run_1/port_nets.png
The bar under the picture is 20 um long.
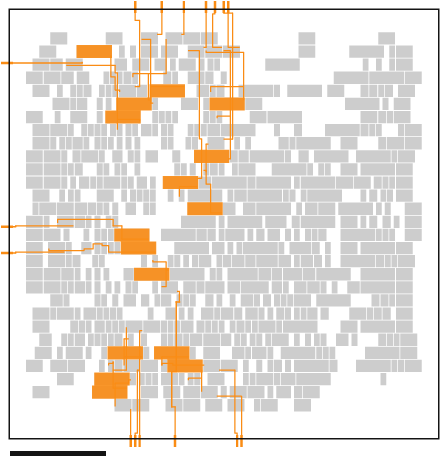
run_1/metal_stack.png
Only two layers are drawn.
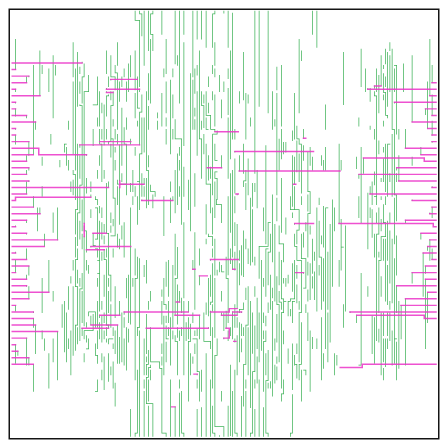
run_1/met1.png
The bar under the picture is 20 um long. Supply wires on this layer in gray. Cells faint in the background.
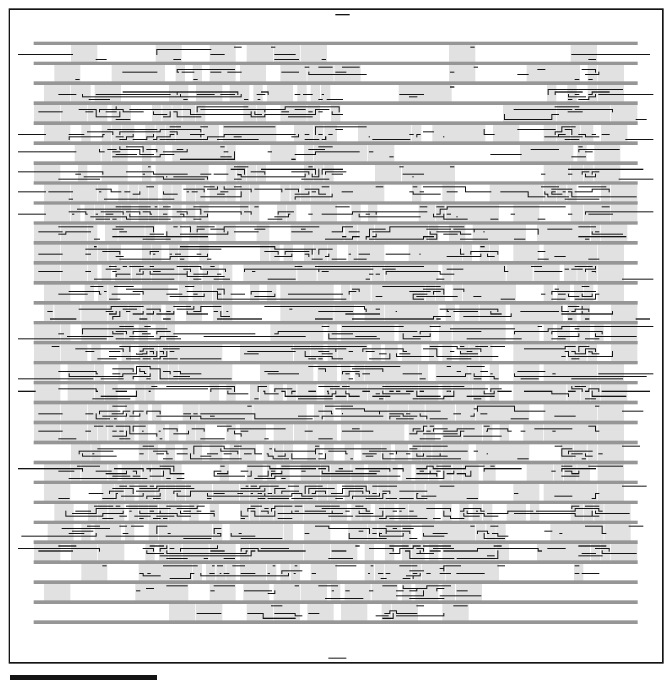
**config.mk**
```make
export PLATFORM = sky130hd
export DESIGN_NAME = pq_arbiter_flat
export DESIGN_NICKNAME = d
export VERILOG_FILES = /design/src/rtl/pq_pkg.sv /design/src/rtl/pq_if.sv /design/src/rtl/pq_arbiter_rr_pick.sv /design/src/rtl/pq_arbiter.sv /design/src/flat_wrapper.sv
export SDC_FILE = /design/constraint.sdc
export NUM_CORES = 1
export LEC_CHECK = 0
export ABC_AREA = 1
export CAP_MARGIN = 20
export CORE_MARGIN = 3
export CORE_UTILIZATION = 43
export CTS_BUF_LIST = sky130_fd_sc_hd__clkbuf_2
export DETAILED_ROUTE_END_ITERATION = 6
export PLACE_DENSITY = 0.91
export SYNTH_ARGS = -nofsm -noshare
export SYNTH_HDL_FRONTEND = slang
export SYNTH_SLANG_ARGS = --single-unit
```
**constraint.sdc**
```tcl
create_clock -name clk -period 2.1 [get_ports clk]
set_input_delay 0.42 -clock clk [delete_from_list [all_inputs] [get_ports clk]]
set_output_delay 0.42 -clock clk [all_outputs]
set_load 0.01 [all_outputs]
```
**src/rtl/pq_pkg.sv**
```systemverilog
// Shared types for the priority-queue subsystem: payload format, queue sizing,
// arbiter operation codes and the arbiter FSM states.
package pq_pkg;

  localparam int KEY_W = 8;
  localparam int VAL_W = 8;
  localparam logic [KEY_W-1:0] KEYMAX = '1;
  localparam int PQ_CAPACITY = 8;
  localparam int PQ_NUM_REQ = 4;

  typedef struct packed {
    logic [KEY_W-1:0] key;
    logic [VAL_W-1:0] val;
  } kv_t;

  typedef enum logic [1:0] {
    OP_NONE,
    OP_ENQ,
    OP_DEQ,
    OP_REPL
  } pq_op_t;

  typedef enum logic [1:0] {
    IDLE,
    ISSUE,
    WAIT
  } arb_state_t;

  // Both request bits together mean replace; neither means no request at all.
  function automatic pq_op_t decode_op(input logic enq, input logic deq);
    pq_op_t op;
    op = OP_NONE;
    if (enq && deq) begin
      op = OP_REPL;
    end else if (enq) begin
      op = OP_ENQ;
    end else if (deq) begin
      op = OP_DEQ;
    end
    return op;
  endfunction

endpackage

```
**src/rtl/pq_if.sv**
```systemverilog
// Strobe/status bundle between a queue user (master) and the priority queue (slave).
interface pq_if;
  import pq_pkg::*;

  logic enq;
  logic deq;
  kv_t  kvi;
  kv_t  kvo;
  logic full;
  logic empty;
  logic busy;

  modport master (
    output enq, deq, kvi,
    input  kvo, full, empty, busy
  );

  modport slave (
    input  enq, deq, kvi,
    output kvo, full, empty, busy
  );

endinterface

```
**src/rtl/pq_arbiter_rr_pick.sv**
```systemverilog
// Combinational round-robin picker: lowest eligible index at or above ptr,
// falling back to the lowest eligible index overall when nothing lies above.
module rr_pick
  import pq_pkg::*;
#(
  parameter int N  = PQ_NUM_REQ,
  parameter int PW = $clog2(N)
) (
  input  logic [N-1:0]  elig,
  input  logic [PW-1:0] ptr,
  output logic [N-1:0]  pick,
  output logic          valid
);

  logic [N-1:0] masked;
  logic [N-1:0] pick_hi;
  logic [N-1:0] pick_lo;
  logic         found_hi;
  logic         found_lo;

  always_comb begin
    masked   = '0;
    pick_hi  = '0;
    pick_lo  = '0;
    found_hi = 1'b0;
    found_lo = 1'b0;
    for (int i = 0; i < N; i++) begin
      masked[i] = elig[i] && (i >= int'(ptr));
    end
    for (int i = 0; i < N; i++) begin
      if (masked[i] && !found_hi) begin
        pick_hi[i] = 1'b1;
        found_hi   = 1'b1;
      end
      if (elig[i] && !found_lo) begin
        pick_lo[i] = 1'b1;
        found_lo   = 1'b1;
      end
    end
    pick  = found_hi ? pick_hi : pick_lo;
    valid = |elig;
  end

endmodule

```
**src/rtl/pq_arbiter.sv**
```systemverilog
// Round-robin arbiter sharing one priority queue among N requesters; issues one
// queue operation at a time and returns dequeued heads to the granted requester.
module pq_arbiter
  import pq_pkg::*;
#(
  parameter int N = PQ_NUM_REQ
) (
  input  logic              clk,
  input  logic              rst,
  input  logic [N-1:0]      req_enq,
  input  logic [N-1:0]      req_deq,
  input  kv_t  [N-1:0]      req_kv,
  output logic [N-1:0]      gnt,
  output logic [N-1:0]      rsp_valid,
  output kv_t               rsp_kv,
  pq_if.master              pq
);

  localparam int PW = $clog2(N);

  arb_state_t    state_q, state_d;
  logic [PW-1:0] ptr_q, ptr_d;
  logic [PW-1:0] idx_q, idx_d;
  pq_op_t        op_q, op_d;
  logic [N-1:0]  sel_q, sel_d;
  logic [N-1:0]  gnt_q, gnt_d;
  logic [N-1:0]  rsp_valid_q, rsp_valid_d;
  kv_t           rsp_kv_q, rsp_kv_d;
  kv_t           kvi_q, kvi_d;
  logic          enq_q, enq_d;
  logic          deq_q, deq_d;

  pq_op_t        req_op [N];
  logic [N-1:0]  elig;
  logic [N-1:0]  pick;
  logic          pick_valid;
  logic [PW-1:0] pick_idx;

  // Status flags only matter while idle; an ineligible request simply waits.
  always_comb begin
    elig = '0;
    for (int i = 0; i < N; i++) begin
      req_op[i] = decode_op(req_enq[i], req_deq[i]);
      unique case (req_op[i])
        OP_ENQ:          elig[i] = !pq.full;
        OP_DEQ, OP_REPL: elig[i] = !pq.empty;
        default:         elig[i] = 1'b0;
      endcase
      elig[i] = elig[i] && !pq.busy;
    end
  end

  rr_pick #(.N(N), .PW(PW)) u_pick (
    .elig  (elig),
    .ptr   (ptr_q),
    .pick  (pick),
    .valid (pick_valid)
  );

  always_comb begin
    pick_idx = '0;
    for (int i = 0; i < N; i++) begin
      if (pick[i]) begin
        pick_idx = PW'(i);
      end
    end
  end

  always_comb begin
    state_d     = state_q;
    ptr_d       = ptr_q;
    idx_d       = idx_q;
    op_d        = op_q;
    sel_d       = sel_q;
    rsp_kv_d    = rsp_kv_q;
    kvi_d       = kvi_q;
    gnt_d       = '0;
    rsp_valid_d = '0;
    enq_d       = 1'b0;
    deq_d       = 1'b0;
    unique case (state_q)
      IDLE: begin
        if (pick_valid) begin
          idx_d   = pick_idx;
          sel_d   = pick;
          op_d    = req_op[pick_idx];
          kvi_d   = req_kv[pick_idx];
          gnt_d   = pick;
          enq_d   = (req_op[pick_idx] == OP_ENQ) || (req_op[pick_idx] == OP_REPL);
          deq_d   = (req_op[pick_idx] == OP_DEQ) || (req_op[pick_idx] == OP_REPL);
          state_d = ISSUE;
        end
      end
      ISSUE: begin
        // The head seen while the strobe is up is the entry being removed.
        if (op_q == OP_DEQ || op_q == OP_REPL) begin
          rsp_kv_d    = pq.kvo;
          rsp_valid_d = sel_q;
        end
        ptr_d   = (idx_q == PW'(N - 1)) ? '0 : idx_q + 1'b1;
        state_d = WAIT;
      end
      WAIT: begin
        if (!pq.busy) begin
          state_d = IDLE;
        end
      end
      default: state_d = IDLE;
    endcase
  end

  always_ff @(posedge clk) begin
    if (rst) begin
      state_q     <= IDLE;
      ptr_q       <= '0;
      idx_q       <= '0;
      op_q        <= OP_NONE;
      sel_q       <= '0;
      gnt_q       <= '0;
      rsp_valid_q <= '0;
      rsp_kv_q    <= '0;
      kvi_q       <= '0;
      enq_q       <= 1'b0;
      deq_q       <= 1'b0;
    end else begin
      state_q     <= state_d;
      ptr_q       <= ptr_d;
      idx_q       <= idx_d;
      op_q        <= op_d;
      sel_q       <= sel_d;
      gnt_q       <= gnt_d;
      rsp_valid_q <= rsp_valid_d;
      rsp_kv_q    <= rsp_kv_d;
      kvi_q       <= kvi_d;
      enq_q       <= enq_d;
      deq_q       <= deq_d;
    end
  end

  assign gnt       = gnt_q;
  assign rsp_valid = rsp_valid_q;
  assign rsp_kv    = rsp_kv_q;
  assign pq.enq    = enq_q;
  assign pq.deq    = deq_q;
  assign pq.kvi    = kvi_q;

endmodule

```
**src/flat_wrapper.sv**
```systemverilog
// flat-port wrapper written by rule: the top's interface ports become plain ports
module pq_arbiter_flat import pq_pkg::*;
#(
  parameter int N = PQ_NUM_REQ
)
  (clk, rst, req_enq, req_deq, req_kv, gnt, rsp_valid, rsp_kv, pq_enq, pq_deq, pq_kvi, pq_kvo, pq_full, pq_empty, pq_busy);
  pq_if pq_i ();
  input  logic clk;
  input  logic rst;
  input  logic [N-1:0] req_enq;
  input  logic [N-1:0] req_deq;
  input  kv_t  [N-1:0] req_kv;
  output logic [N-1:0] gnt;
  output logic [N-1:0] rsp_valid;
  output kv_t rsp_kv;
  output wire logic [$bits(pq_i.enq)-1:0] pq_enq;
  output wire logic [$bits(pq_i.deq)-1:0] pq_deq;
  output wire logic [$bits(pq_i.kvi)-1:0] pq_kvi;
  input wire logic [$bits(pq_i.kvo)-1:0] pq_kvo;
  input wire logic [$bits(pq_i.full)-1:0] pq_full;
  input wire logic [$bits(pq_i.empty)-1:0] pq_empty;
  input wire logic [$bits(pq_i.busy)-1:0] pq_busy;
  assign pq_enq = pq_i.enq;
  assign pq_deq = pq_i.deq;
  assign pq_kvi = pq_i.kvi;
  assign pq_i.kvo = pq_kvo;
  assign pq_i.full = pq_full;
  assign pq_i.empty = pq_empty;
  assign pq_i.busy = pq_busy;
  pq_arbiter #(.N(N)) u_core (.clk(clk), .rst(rst), .req_enq(req_enq), .req_deq(req_deq), .req_kv(req_kv), .gnt(gnt), .rsp_valid(rsp_valid), .rsp_kv(rsp_kv), .pq(pq_i));
endmodule
```
==> impl_metrics.ini, run 1 <==
; physical design summary
[sta]
hold_slack_ns = 0.472

[setup_path]
worst-path-max-fanout = 18
setup.worst_path.start_class = input pin
path_depth_of_the_worst_reg2reg_path = 12
critical-path-slowest-cell = clkdlybuf4s50_1

[flow_run]
warnings = 26

[power_and_ir_drop]
power.combinational.fraction_pct = 38.5
vdd_drop_max_v = 0.000302
switching_power_mw = 0.867

[global_route]
grt_first_pass_wirelength_um = 14700

[routing]
drt-pass1-iter-count = 4
number_of_vias_per_cell_after_detailed_routing = 4.90
drt_iter0_markers = 125

[synth]
yosysSeqAreaShare_pct = 35.9
ys.flops = 53
enable_flop_cells = 0
yosys_area_um2 = 2950

[die]
die.size.y_um = 88.9
floorplan.die_area_um2 = 7900

[layout]
mostFrequentLayoutCell = nand2_1

[placement]
place.detailed.instances = 695

[status]
run_status = complete, no violations

[worst_hold_path]
hold_path_startpoint = u_core.op_q[1]
## Picture notes: port_nets.png
`pq_kvi` -> orange  # bits 16, direction output, edge 7 top, 6 bottom, 3 left, end cells 16, buffers 16, wire 543 um
Port Buffers: 134
number of top-level pins: 135

## Picture notes: metal_stack.png
met2 -> green  # wire length 4620 um
met3 -> magenta  # wire length 638 um
total track usage: 23.3%
routed wire length per instance: 12.8 um

## Picture notes: met1.png
wire length on this layer = 3550 um
main direction = horizontal
share of all routed wire = 39%
total via count after detailed routing: 3443
total wire length: 9010 um
met1 usage in global routing: 25.6%

-- run 1: flip-flops by register name, summed over array words and instances, names as in the netlist --
register,count
u_core.pq.deq,1
u_core.sel_q,4
u_core.gnt,4
u_core.state_q,2
u_core.pq.kvi,16
u_core.idx_q,2
u_core.rsp_valid,4
u_core.op_q,1
u_core.ptr_q,2
u_core.pq.enq,1
u_core.rsp_kv,16
-- run 1: synth_stat cells, types with 4 or more instances --
cell type and count:
nand3b_1 16, inv_2 7, buf_2 6, nand3_1 23, nor2_1 16, nand2_1 200
a21oi_1 20, o22ai_1 4, o21ai_0 4, nand4_1 17, buf_4 4, inv_1 77
dfxtp_1 53, clkbuf_1 11
-- run 1: area by class of cell --
type                    instances  area [um2]
repair buffers                163        1660
fillers                       505        1840
inverters                      85         322
well taps                      77        96.3
clock buffers                   5        25.0
flip-flops and latches         53        1060
clock inverters                 3        26.3
multi-input cells             317        1470
-- run 1: worst max path at each step --
stage	slack [ns]	start	to
after floorplan	0.41	pq_full	u_core.pq.kvi[10]
after global placement	-0.18	pq_busy	u_core.op_q[1]
after detailed placement	-0.22	pq_busy	u_core.op_q[1]
after CTS	0.24	u_core.pq.kvi[1]	pq_kvi[1]
after global routing	0.11	pq_empty	u_core.op_q[1]
final	0.23	pq_busy	u_core.op_q[1]
-- run 1: logic make-up after synthesis --
group / count (synthesis) / share of synthesized area, %
simple gates: 281 / 42.2
flops: 53 / 35.9
buf+inv: 106 / 14.3
fa+ha+maj: 1 / 0.424
compound gates: 35 / 7.12
-- run 1: stage by stage --
stage,TNS [ns],instance area (um2)
after global routing,0,4660
after floorplan,0,2950
after detailed placement,-3.94,4610
after CTS,0,4660
after global placement,-2.91,4610
final,0,4660
==> run 1 -> run 2 <==
Settings changed: TNS_END_PERCENT from default to 5.
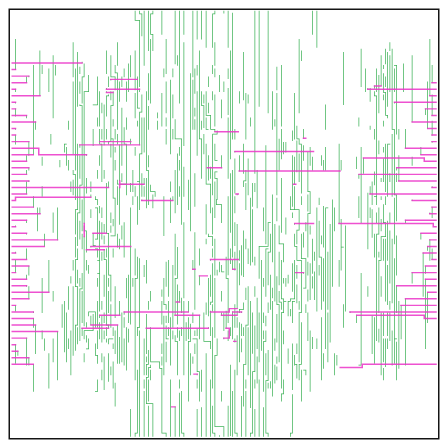
run_2/metal_stack.png
Only two layers are drawn.
met2 -> green  # wire length 4620 um
met3 -> magenta  # wire length 638 um

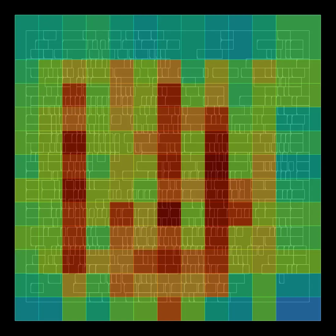
run_2/final_congestion.png
final standard cell utilization of the core: 71.7%
met2 usage in global routing: 42.7%
fraction of met3 tracks used by global routing: 4.75%
busiest metal layer after global routing: met2

==> impl_metrics.ini, run 2 <==
; physical design summary
[flow_run]
warnings = 26

[synth]
synthTopLogicFamily = simple AND/OR/NAND/NOR gates
enable_flop_cells = 0
synth.cellmix.compoundShare_pct = 7.12
yosysSeqAreaShare_pct = 35.9
post-synth-top-count-cell = nand2_1
synth.top_cells.by_count = nand2_1, inv_1, dfxtp_1, nand3_1, a21oi_1
ys_sh_adder_pct = 0.424
yosys_area_um2 = 2950
ys.flops = 53
synth.distinct_cells = 26

[setup_path]
critical-path-slowest-cell = clkdlybuf4s50_1
setup.worst_path.start_class = input pin
worst-path-max-fanout = 18

[global_route]
first_global_vias = 3411
grt_first_pass_wirelength_um = 14700
grt_use_met1_pct = 25.6

[sta]
hold_slack_ns = 0.472

[die]
die.size.y_um = 88.9
ios = 135
floorplan.die_area_um2 = 7900

[routing]
routedWlPerCell_um = 12.8
finalWirelength_um = 9010
number_of_vias_per_cell_after_detailed_routing = 4.90
dr_total_vias = 3443
drt-pass1-iter-count = 4

[placement]
post_dp_cell_area_um2 = 4610
io_buffers = 134

[status]
run_status = complete, no violations

[layout]
multi_input_comb_area_um2 = 1470
area.sequential_um2 = 1060
mostFrequentLayoutCell = nand2_1
final_area_um2 = 4660
fill_cells = 505

[power_and_ir_drop]
power_frac_clock_pct = 16.9

[cts]
ctsRootBufferMaster = clkbuf_2
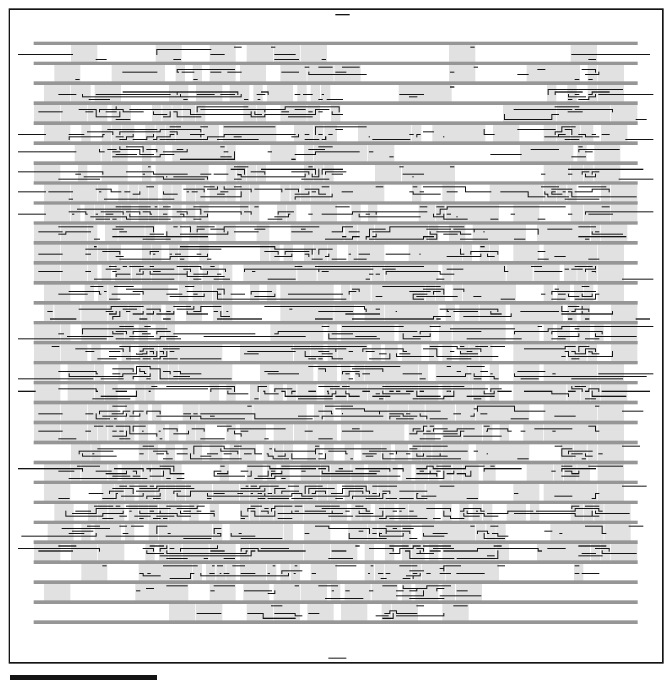
run_2/met1.png
The bar under the picture is 20 um long. Supply wires on this layer in gray. Cells faint in the background.
main direction = horizontal
nets with wire on the layer = 649
longest straight run = 33.6 um

## run 2: cell counts after synthesis
No cell type changed its count.
## run 2: power by group through the flow
stage	Combinational (mW)	Clock [mW]	Sequential, mW
finish	0.989	0.433	1.14
global route	1.10	0.481	1.15
CTS	0.990	0.447	1.14
detailed placement	0.986	0	1.16
global placement	0.962	0	1.16
floorplan	0.447	0	1.19
## run 2: worst paths after layout
kind	from	slack [ns]	end	cells after the start
worst min register to register	u_core.op_q[1]	0.47	u_core.op_q[1]	2
worst min-delay path	u_core.op_q[1]	0.47	u_core.op_q[1]	2
worst max register to register	u_core.ptr_q[0]	0.35	u_core.op_q[1]	12
worst max-delay path	pq_busy	0.23	u_core.op_q[1]	14
## run 2: routing by layer
metal  wire length (um)  up-vias
met3                638       19
met1               3550     1530
met4                197        0
met5                  0        -
met2               4620      148
li1                   -     1746
## run 2: through the flow
| step | std cells | setup TNS [ns] | worst slack [ns] |
|---|---|---|---|
| finish | 703 | 0 | 0.232 |
| global route | 703 | 0 | 0.109 |
| CTS | 703 | 0 | 0.244 |
| detailed placement | 695 | -3.94 | -0.223 |
| global placement | 695 | -2.91 | -0.179 |
| floorplan | 476 | 0 | 0.413 |
## run 2: area by class of cell
class	count	share of cell area, %
repair buffers	163	35.6
multi-input cells	317	31.5
flip-flops and latches	53	22.8
inverters	85	6.90
well taps	77	2.07
clock inverters	3	0.564
clock buffers	5	0.537
## run 2: logic make-up (layout without fill, tap and decap cells)
group,after synthesis,count (layout)
buffers and inverters,106,256
flip-flops,53,53
AND/OR/NAND/NOR,281,281
AND-OR/OR-AND,35,35
adder cells (fa/ha/maj),1,1
run_2/port_nets.png
The bar under the picture is 20 um long.
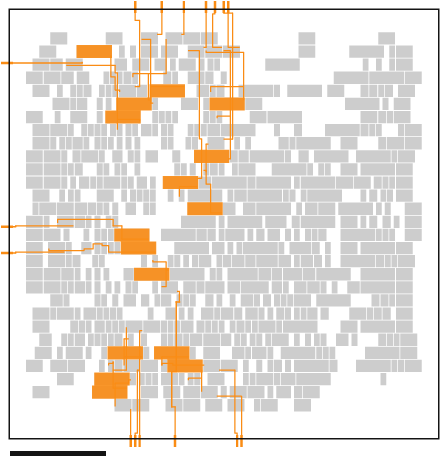

==> run 2 -> run 3 <==
Settings changed: GPL_ROUTABILITY_DRIVEN from default to 0, SLEW_MARGIN from default to 20.
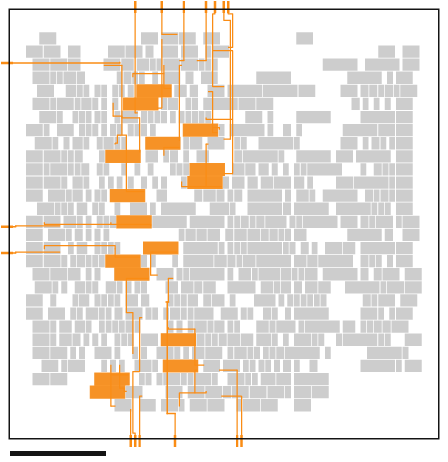
run_3/port_nets.png
The bar under the picture is 20 um long.
`pq_kvi` -> orange  # bits 16, direction output, edge 7 top, 6 bottom, 3 left, end cells 16, buffers 16, wire 559 um

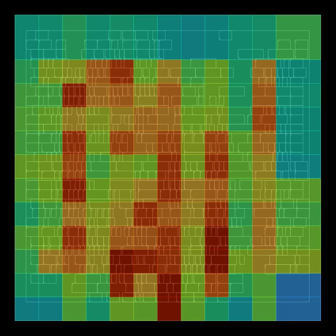
run_3/final_congestion.png
fraction of met3 tracks used by global routing: 5.31%
routed wire length per instance: 12.8 um
met1 usage in global routing: 24.4%

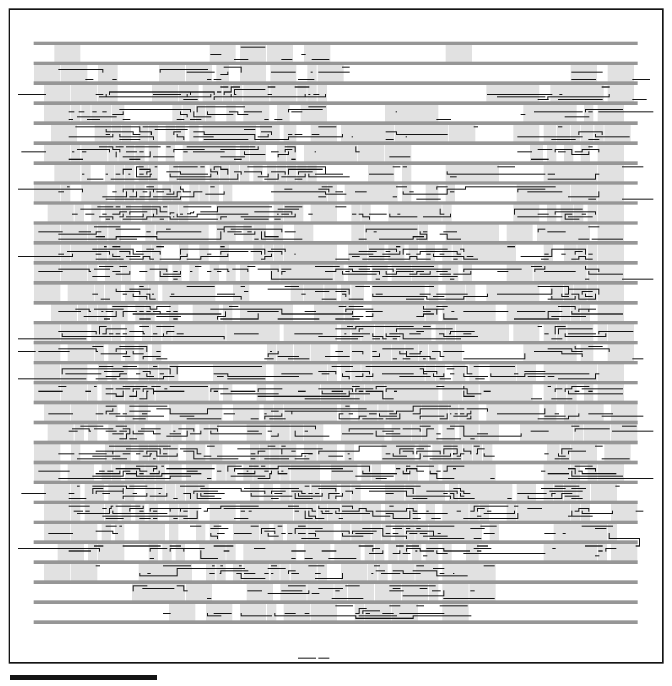
run_3/met1.png
The bar under the picture is 20 um long. Supply wires on this layer in gray. Cells faint in the background.
longest straight run = 22.1 um
wire length on this layer = 3410 um
main direction = horizontal
total via count after detailed routing: 3489
total wire length: 9010 um

==> impl_metrics.ini, run 3 <==
; physical design summary
[status]
run_status = complete, no violations

[setup_path]
worst-path-max-fanout = 2
r2r_slack_ns = 0.30
critical-path-slowest-cell = clkdlybuf4s50_1
setup.worst_path.start = u_core.pq.kvi[2]
worst_r2r_endpoint = u_core.pq.kvi[15]

[layout]
fill_cells = 510

[synth]
enable_flop_cells = 0
yosys_area_um2 = 2950

[power_and_ir_drop]
power-top-group = sequential cells
power_combinational_mw = 0.980
power_frac_clock_pct = 17.5
pwr.group.sequential_mw = 1.14

[die]
floorplan.die_area_um2 = 7900
die.size.y_um = 88.9

[sta]
timing.setup.tns_ns = 0
layout_setup_ws_ns = 0.239
hold_slack_ns = 0.460

[global_route]
grt_first_pass_wirelength_um = 14300
first_global_vias = 3290

[cts]
ctsRootBufferMaster = clkbuf_2

[flow_run]
warnings = 26

[placement]
post-place-ws_ns = -0.331
[run 3: cell count changes in the layout (fill, tap and decap cells not counted)]
cell / previous run / this run
inv_2: 7 / 6
buf_4: 21 / 25
inv_4: 1 / 2
buf_12: 8 / 5
[run 3: worst max-delay path by stage]
stage                         to  slack (ns)  cells after the start
2_1_floorplan  u_core.pq.kvi[10]        0.41                     12
3_3_place_gp      u_core.op_q[1]       -0.21                     13
3_5_place_dp   u_core.pq.kvi[15]       -0.33                     13
4_1_cts        u_core.pq.kvi[15]        0.18                     13
5_1_grt        u_core.pq.kvi[15]        0.06                     10
6_report               pq_kvi[2]        0.24                      1
[run 3: cell families after synthesis]
group / after synthesis / synth area share [%]
adder cells (fa/ha/maj): 1 / 0.424
flip-flops: 53 / 35.9
AND/OR/NAND/NOR: 281 / 42.2
buffers and inverters: 106 / 14.3
AND-OR/OR-AND: 35 / 7.12
[run 3: per-layer routing]
metal / share of wire [%] / vias to the layer above / global-route usage (%)
li1: - / 1752 / -
met1: 38 / 1541 / 24.4
met2: 51 / 172 / 43.5
met3: 8.7 / 24 / 5.31
met4: 2.4 / 0 / 8.24
met5: 0 / - / 0
[run 3: area by class of cell]
type | count | area, um2 | share of cell area, %
Tap cell | 77 | 96.3 | 2.08
Clock buffer | 5 | 25.0 | 0.540
Inverter | 85 | 324 | 7.00
Clock inverter | 3 | 26.3 | 0.567
Sequential cell | 53 | 1060 | 22.9
Timing Repair Buffer | 164 | 1630 | 35.2
Multi-Input combinational cell | 317 | 1470 | 31.7
[run 3: worst min-delay path: stages]
cell and delay, ns:
clkdlybuf4s50_1 0.40, nand2_1 0.06, a21oi_1 0.05
[run 3: timing repair]
item	in CTS	in global routing
resized	0	2
endpoints found under the hold margin	0	0
setup buffers	0	0
setup endpoints to repair	0	1
No activity file was given, so power comes from the tool's default toggle rates.
